[config.mk]
export PLATFORM = sky130hd
export DESIGN_NAME = clk_div_multi
export DESIGN_NICKNAME = d
export VERILOG_FILES = /design/src/rtl/clk_div_multi.sv
export SDC_FILE = /design/constraint.sdc
export NUM_CORES = 1
export LEC_CHECK = 0
export ABC_AREA = 1
export CAP_MARGIN = 30
export CORE_MARGIN = 1.5
export CORE_UTILIZATION = 25
export DETAILED_ROUTE_END_ITERATION = 10
export PLACE_DENSITY = 0.49
export SYNTH_ARGS = -nofsm -noshare
export SYNTH_HDL_FRONTEND = slang
export SYNTH_SLANG_ARGS = --single-unit
[constraint.sdc]
create_clock -name clk_i -period 3.77 [get_ports clk_i]
set_clock_uncertainty 0.15 [all_clocks]
set_input_delay 0.5655 -clock clk_i [delete_from_list [all_inputs] [get_ports clk_i]]
set_output_delay 0.5655 -clock clk_i [all_outputs]
set_load 0.02 [all_outputs]
[src/rtl/clk_div_multi.sv]
`default_nettype none
// ============================================================================
// Module   : clk_div_multi
// Brief    : Multi-channel runtime-programmable clock divider. Each channel
//            counts clk_i cycles up to a programmable half-period and emits
//            either a 50% square wave or a one-cycle strobe, plus a
//            terminal-count tick. All outputs are registered clock-enable
//            style signals in the clk_i domain.
// Ports    : clk_i   - system clock, rising edge
//            rst_i   - synchronous reset, active low
//            en_i    - per-channel count enable
//            load_i  - per-channel half-period capture strobe
//            half_i  - packed half-periods, channel k at [k*CW +: CW]
//            mode_i  - per-channel mode, 0 = square, 1 = pulse
//            sync_i  - restart all channels phase-aligned
//            clk_o   - divided clock (square) or strobe (pulse)
//            tick_o  - one-cycle pulse at each terminal count
// Revision : 1.0 - initial multi-channel release
// ============================================================================
module clk_div_multi #(
    parameter int              NCH      = 2,
    parameter int              CW       = 25,
    parameter logic [CW-1:0]   DEF_HALF = CW'(24_999_999)
) (
    input  logic                clk_i,
    input  logic                rst_i,
    input  logic [NCH-1:0]      en_i,
    input  logic [NCH-1:0]      load_i,
    input  logic [NCH*CW-1:0]   half_i,
    input  logic [NCH-1:0]      mode_i,
    input  logic                sync_i,
    output logic [NCH-1:0]      clk_o,
    output logic [NCH-1:0]      tick_o
);

    localparam logic [CW-1:0] c_zero = '0;
    localparam logic [CW-1:0] c_one  = CW'(1);

    generate
        for (genvar k = 0; k < NCH; k++) begin : g_ch
            logic [CW-1:0] r_half_q;
            logic [CW-1:0] r_cnt;
            logic          r_clk;
            logic          r_tick;
            logic          w_term;

            // The counter is cleared on every load, so it can never pass
            // r_half_q and equality is a safe terminal condition even at
            // the all-ones half-period.
            assign w_term = (r_cnt == r_half_q);

            always_ff @(posedge clk_i) begin
                if (!rst_i) begin
                    r_half_q <= DEF_HALF;
                    r_cnt    <= c_zero;
                    r_clk    <= 1'b0;
                    r_tick   <= 1'b0;
                end else if (sync_i) begin
                    // Global restart: keep the programmed half-period so
                    // channels sharing a value come out phase-aligned.
                    r_cnt    <= c_zero;
                    r_clk    <= 1'b0;
                    r_tick   <= 1'b0;
                end else if (load_i[k]) begin
                    r_half_q <= half_i[k*CW +: CW];
                    r_cnt    <= c_zero;
                    r_tick   <= 1'b0;
                    // A square output keeps its level across a reload; a
                    // strobe must not linger past the cycle it marked.
                    if (mode_i[k]) begin
                        r_clk <= 1'b0;
                    end
                end else if (en_i[k]) begin
                    if (w_term) begin
                        r_cnt  <= c_zero;
                        r_tick <= 1'b1;
                        r_clk  <= mode_i[k] ? 1'b1 : ~r_clk;
                    end else begin
                        r_cnt  <= r_cnt + c_one;
                        r_tick <= 1'b0;
                        // Pulse mode drops the strobe; square mode holds.
                        if (mode_i[k]) begin
                            r_clk <= 1'b0;
                        end
                    end
                end else begin
                    r_tick <= 1'b0;
                end
            end

            assign clk_o[k]  = r_clk;
            assign tick_o[k] = r_tick;
        end
    endgenerate

endmodule
`default_nettype wire

Cells colored by class:
(3 px per um) Fill, decap, tap and diode cells in gray.
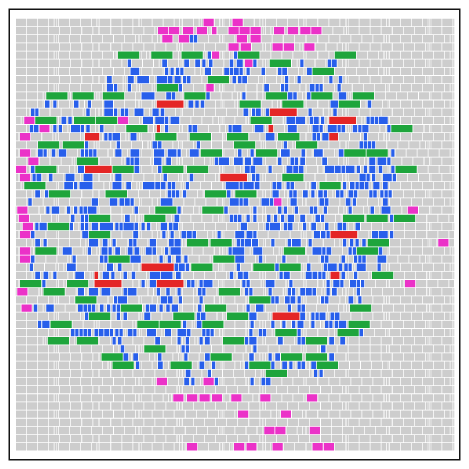
- clock drivers and dummy loads: red (cells 16; share of their area 4.8%)
- all other logic: blue (cells 649; share of their area 51%)
- flip-flops: green (cells 104; share of their area 34%)
- other buffers and delay cells: magenta (cells 66; share of their area 10%)
number of core rows: 53
final design utilization: 31.06%
design area: 6550 sq um

Register map, names as in the netlist:
(3 px per um) Other sequential cells in the stronger gray, the rest of the logic in the fainter gray.
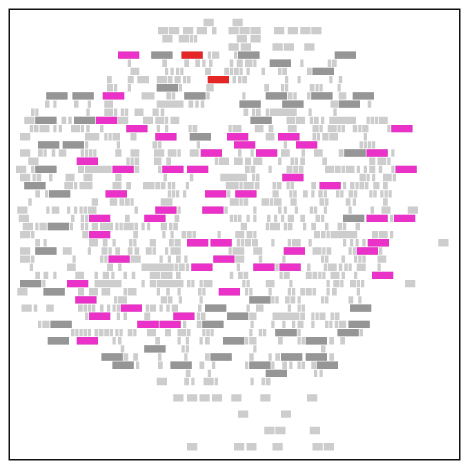
- `g_ch.r_clk`: red (flops 2)
- `g_ch.r_cnt`: magenta (flops 50)
- not colored: 52
register area: 2082 sq um
Seq. pwr: 1160 uW
fraction of area in registers: 31.79%

==> impl_metrics.toml <==
# physical design summary
[status]
status = "complete, no violations"

[global_route]
global_route.usage.total_pct = 14.09

[clock_network]
cts_root_buffer = "clkbuf_16"
clk_pin_slew_ns = 0.07
htree_num_levels = 3
clock_sinks = 104
cts_hold_buf = 0

[min_path]
hold_depth = 2
min_from = "g_ch[0].r_half_q[8]"

[routing]
via_per_inst = 4.355
dr.pass1.iters = 4
wl_per_cell_um = 13.30

[floorplan]
initial_core_util_pct = 25.51
die_x_um = 149.7
chip_area_sq_um = 22400

[critical_path]
crit_start = "en_i[1]"
cp.arrival_ns = 2.31
worstPathCellList = "clkdlybuf4s50_1, inv_2, nor2_4, nand2_2, nor2_2, nand2_1, nor2_2, nand3_2, nor2_1, nor3_1"
crit_type = "in2reg"
slowest_delay_ns = 0.62
reg2reg_to = "g_ch[1].r_cnt[2]"
crit_path_frequent_cell = "nor2_2"

[final_timing]
max_freq_mhz = 449.3
period_used_pct = 59.04
rsz0062_at_grt = "no"

[synthesis]
top_area_share_pct = 38.71
synth_nets = 837
ys_cells = 776
edf_count = 0
mux_area_share_pct = 0.1861
synthArstFlopShare_pct = 0
synthTopCellsByArea = "dfxtp_1 39%, nand2_1 14%, nor2_1 7.2%, inv_1 5.9%, nand3_1 4.9%"
avgSynthCellArea_sq_um = 6.932
ys_warn_count = 0
synthDistinctLibCells = 42
synth_top_cell_by_count = "nand2_1"

[finish]
nFillCells = 2378
final_cell_mix = "197 x nand2_1, 104 x dfxtp_1, 101 x nor2_1"
mi_logic_area_sq_um = 2834

[power_and_ir_drop]
p_comb_share_pct = 9.1
finalPower_uw = 2342
powerDensity_nw_per_um2 = 357.5
intPower_uw = 1777
power_frac_clock_pct = 41.3
PDN straps and rails:
(2 px per um) Pins as bars on the die edge.
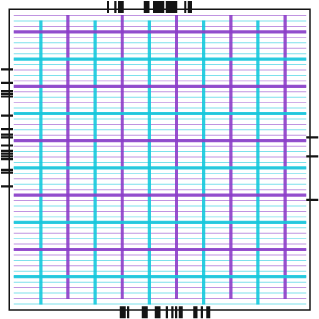
- VDD: purple
- VSS: cyan
- signal pins: 63
- met1 rails: 54
- rows: 53
maximum VDD drop: 0.1941 mV
Core ar.: 21090 sq um
chip height: 149.7 um

Clock distribution:
(4 px per um)
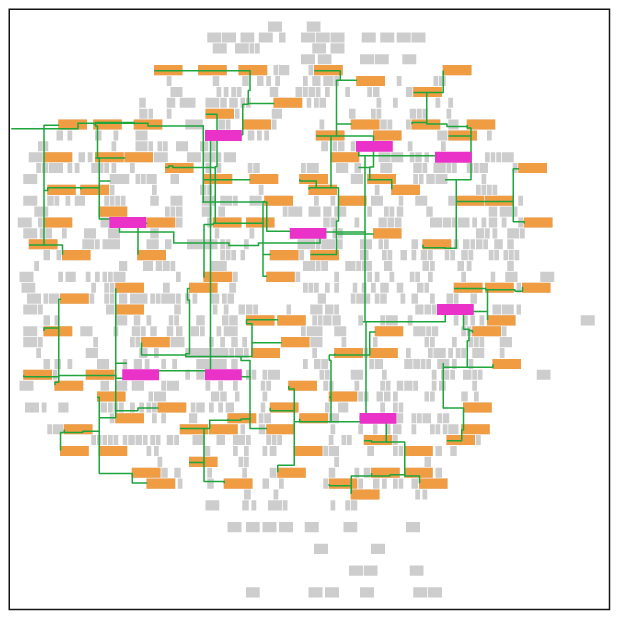
- flip-flops: orange (count 104)
- cells driving clock nets: magenta (count 9)
- clock wires: green (length 1440 um)
- routed clock nets: 10

[sequential cells by signal (all words and copies together) (netlist names)]
name	cells
g_ch.r_half_q	50
g_ch.r_tick	2
g_ch.r_cnt	50
g_ch.r_clk	2
[per-layer routing]
layer	routed length (um)	GRT usage [%]	part of all wire [%]
met2	7535	25.48	51
met1	6383	16.14	43
met3	495	2.896	3.4
met5	0	0	0
met4	345	5.490	2.3
[metrics by stage]
step	area, sq um	hold slack [ns]	setup slack (ns)	utilization, %
finish	6550	0.3284	1.544	31.06
global route	6550	0.3504	1.355	31.06
CTS	6550	0.3311	1.537	31.06
detailed placement	6251	0.3186	1.154	29.64
global placement	6251	0.3107	1.167	29.64
floorplan	5379	0.2933	2.047	-
[cell type report]
| class | count | area share (%) |
|---|---|---|
| multi-input combinational | 557 | 43.27 |
| sequential | 104 | 31.79 |
| timing repair buffer | 66 | 9.857 |
| inverter | 92 | 5.272 |
| tap | 275 | 5.253 |
| clock buffer | 12 | 3.763 |
| clock inverter | 4 | 0.8023 |
[worst max-delay path: cells and delay by family]
| kind | cells | cell delay (ns) |
|---|---|---|
| buffers and inverters | 2 | 0.78 |
| and+or+nand+nor | 8 | 0.96 |
[cell families after synthesis]
logic type / after synthesis
DFF: 104
AOI/OAI and AO/OA: 66
buffers and inverters: 115
muxes: 1
xor gates and xnor gates: 52
and+or+nand+nor: 436
adders and majority gates: 2
[power groups by stage]
| stage | combinational, uW | sequential (uW) | clock (uW) |
|---|---|---|---|
| 2_1_floorplan | 119 | 1180 | 0 |
| 3_3_place_gp | 218 | 1190 | 0 |
| 3_5_place_dp | 218 | 1190 | 0 |
| 4_1_cts | 219 | 1160 | 1000 |
| 5_1_grt | 245 | 1170 | 1030 |
| 6_report | 214 | 1160 | 966 |
Power figures rest on the tool's default switching activity, not on a simulated workload.
